Run 1, routed metal per tile:
The bar under the picture is 20 µm long. 11 x 11 tiles, from dark purple (low) to yellow (high), scaled to the fullest tile. Values are wire area over tile area, all layers added.
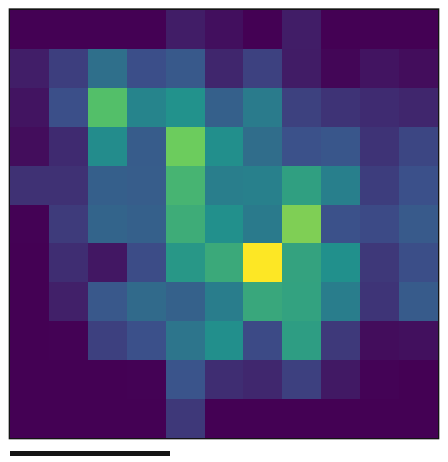
Run 1, sequential cells colored by netlist name:
Other sequential cells in the stronger gray, the rest of the logic in the fainter gray.
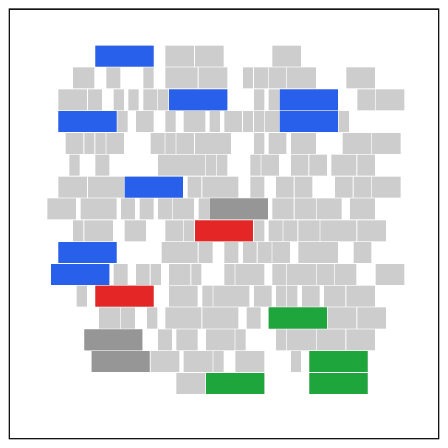
Run 1, cell sizes after repair:
The bar under the picture is 20 µm long.
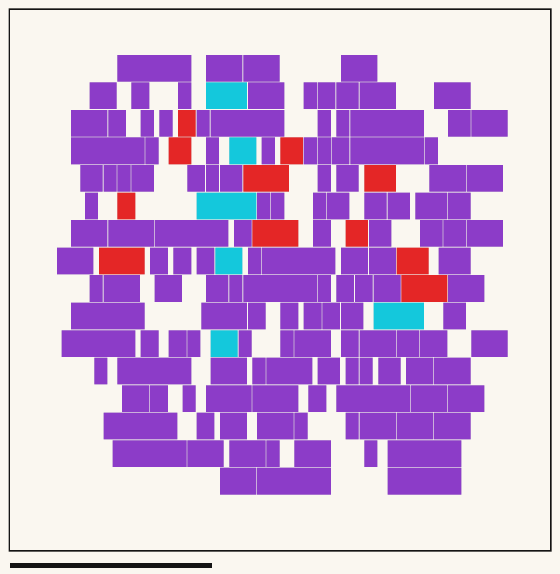
==> config.mk <==
export PLATFORM = sky130hd
export DESIGN_NAME = mux4_rr_sched
export DESIGN_NICKNAME = d
export VERILOG_FILES = /design/src/rtl/mux4_sched_pkg.sv /design/src/rtl/rr_pick4.sv /design/src/rtl/mux4_rr_sched.sv
export SDC_FILE = /design/constraint.sdc
export NUM_CORES = 1
export LEC_CHECK = 0
export CAP_MARGIN = 10
export CORE_MARGIN = 4
export CORE_UTILIZATION = 52
export DETAILED_ROUTE_END_ITERATION = 6
export PLACE_DENSITY = 0.83
export SYNTH_ARGS = -nofsm -noshare
export SYNTH_HDL_FRONTEND = slang
export SYNTH_HIERARCHICAL = 1
export SYNTH_SLANG_ARGS = --single-unit
export TNS_END_PERCENT = 30
==> constraint.sdc <==
create_clock -name clk -period 6 [get_ports clk]
set_clock_uncertainty 0.1 [all_clocks]
set_input_delay 1.5 -clock clk [delete_from_list [all_inputs] [get_ports clk]]
set_output_delay 1.5 -clock clk [all_outputs]
set_load 0.05 [all_outputs]
==> CHANGELOG.md, run 1 <==
### Metrics

* Worst hold stages at 2
* Highest-utilization routing layer at the global route stage: met2
* First-pass GRT wire length at 4.05 mm
* Hold WS at 380 ps
* Vias in the first global route at 980
* Clock-pin slew of the registers on the worst-case setup and hold paths at 110 ps
* Max H-tree Level at 1
* Die Size at 2850 µm²
* Net count entering floorplan at 147
* Highest metal layer used by the detailed router: met4
* Area share of the largest cell type after synthesis at 31.8%
* Outcome: finished, final reports clean
* First-iteration detailed-routing DRC count at 38
* Power Total at 0.000441 W
* Buffer type at the clock tree root: sky130_fd_sc_hd__clkbuf_4
* Number of instances in the placed design at 180
* Synth warnings at 6
* Clock tree cell share of total cell area at 2.04%
* Worst EP required at 6100 ps
* Met1 layer usage reported by global route at 22.4%
Notes on 'routed metal per tile' above:
nearly empty tiles: 25%
fullest tile: 0.64
tiles over half the peak: 12%
emptiest ninth of the die: south-west
densest ninth of the die: center
mean over tiles: 0.14
routed vias: 1046
aggregate routed wire length: 2.56 mm
WL per Instance: 13.8 µm
global-route usage over all layers: 19.5%

Notes on 'sequential cells colored by netlist name' above:
legend:
  blue:
    signal: `beat_cnt`
    placed_flops: 8
  green:
    signal: `gnt`
    placed_flops: 4
    where: south-east
  red:
    signal: `ptr`
    placed_flops: 2
not colored: 3
FF/Latch Area: 340 µm²
sequential portion of the cell area: 25.2%

Notes on 'cell sizes after repair' above:
legend:
  cyan:
    size: _3 and _4 cells
    cells: 6
    most_used: clkbuf_4
  purple:
    size: _0 and _1 cells
    cells: 141
    most_used: clkdlybuf4s50_1
  red:
    size: _2 cells
    cells: 11
area added between synthesis and finish: 26.2%
post-layout instance area: 1350 µm²
fin worst setup slack: 2420 ps
non-clock buffer total of the final layout: 25

Run 1, routed clock nets over the placement:
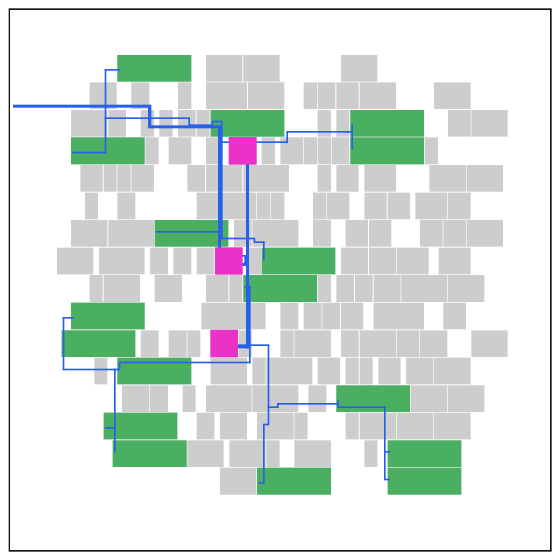

--- run 2 (diff from run 1) ---
Settings changed: CORE_UTILIZATION 52 to 49, PLACE_DENSITY 0.83 to 0.79.
Clock period 6 ns to 3.3 ns, I/O delays scaled along.
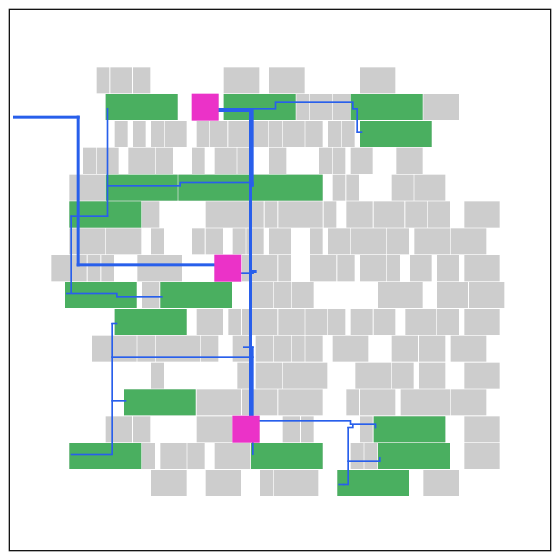
Run 2: routed clock nets over the placement
legend:
  magenta:
    item: clock drivers
    count: 3
  green:
    item: flip-flops
    count: 17
  blue:
    item: clock wires
    length: 222 µm
routed clock nets: 4
power of the clock network: 0.000114 W
insertion delay at the late pin of the worst-skew pair: 300 ps
Clock Power Share: 13.9%

==> run 2 against run 1 <==
Compared with the run above:
- area after synthesis unchanged
- clock-buffer cell count unchanged
- critical path depth decreased by 4
- final cell count increased by 1.6%
- power increased by 86%
- synthesized cell count unchanged
- non-clock buffer count increased by 3
- register-to-register slack got worse by 2400 ps
- clock power increased by 82%
- highest routed layer unchanged
==> CHANGELOG.md, run 2 <==
### Metrics

* Outcome: finished, final reports clean
* Power per standard cell area at 596 nW/µm²
* Area share of the largest cell type after synthesis at 31.8% (unchanged)
* Hold WS at 379 ps (-0.984 ps)
* Post-synthesis instance area at 1070 µm²
* Vias in the first global route at 1027 (+4.8%)
* Fin worst setup slack at 472 ps (-1950 ps)
* Leading post-synthesis cells by instance count: 18 x sky130_fd_sc_hd__nand2_1, 17 x sky130_fd_sc_hd__dfxtp_1, 14 x sky130_fd_sc_hd__nor2_1
* Power dissipated in combinational cells at 0.000431 W
* Number of gates given a new drive strength after cts at 0
* Grt total ovfl at 0
* Power Total at 0.000822 W (+86%)
* Post-layout instance area at 1380 µm² (+2.2%)
* First-pass GRT wire length at 4.25 mm (+4.9%)
* Tally of max-capacitance violations at 0
* Area of the placeable core at 2020 µm²
* Number of instances in the placed design at 184 (+2.2%)
* Routed length on met3 at 156 µm
* Most common cell after layout, fill and taps aside: sky130_fd_sc_hd__clkdlybuf4s50_1
* CTS sink count at 17
* Global-route usage over all layers at 19.8% (+0.29 points)
* Worst EP required at 2370 ps (-3730 ps)
* Highest metal layer used by the detailed router: met4
* Net count entering floorplan at 147 (unchanged)
* Highest-utilization routing layer at the global route stage: met2
* Routed vias at 1031 (-1.4%)
* Buffer type at the clock tree root: sky130_fd_sc_hd__clkbuf_4
* Met2 Wirelength at 1.16 mm
* Worst hold stages at 2 (unchanged)
* Clock tree cell share of total cell area at 1.99% (-0.044 points)
* Met1 layer usage reported by global route at 24.3% (+1.9 points)
* Area added between synthesis and finish at 29.0%
* Synth warnings at 6 (unchanged)
* Reported net switching power at 0.000369 W
* Die Size at 2990 µm² (+5.2%)
* Clock-pin slew of the registers on the worst-case setup and hold paths at 100 ps (about the same)
* FF/Latch Area at 340 µm² (unchanged)
* Non-clock buffer total of the final layout at 28 (+12%)
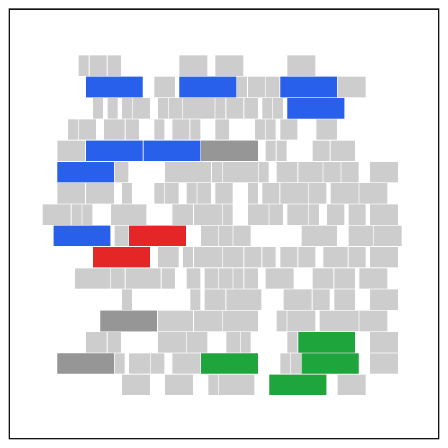
Run 2: sequential cells colored by netlist name
Other sequential cells in the stronger gray, the rest of the logic in the fainter gray.
legend:
  blue:
    signal: `beat_cnt`
    placed_flops: 8
  green:
    signal: `gnt`
    placed_flops: 4
  red:
    signal: `ptr`
    placed_flops: 2
not colored: 3
reported sequential group power: 0.000276 W
sequential portion of the cell area: 24.7%
Finished Core Util: 68.3%

Power and IR drop assume default switching activity.
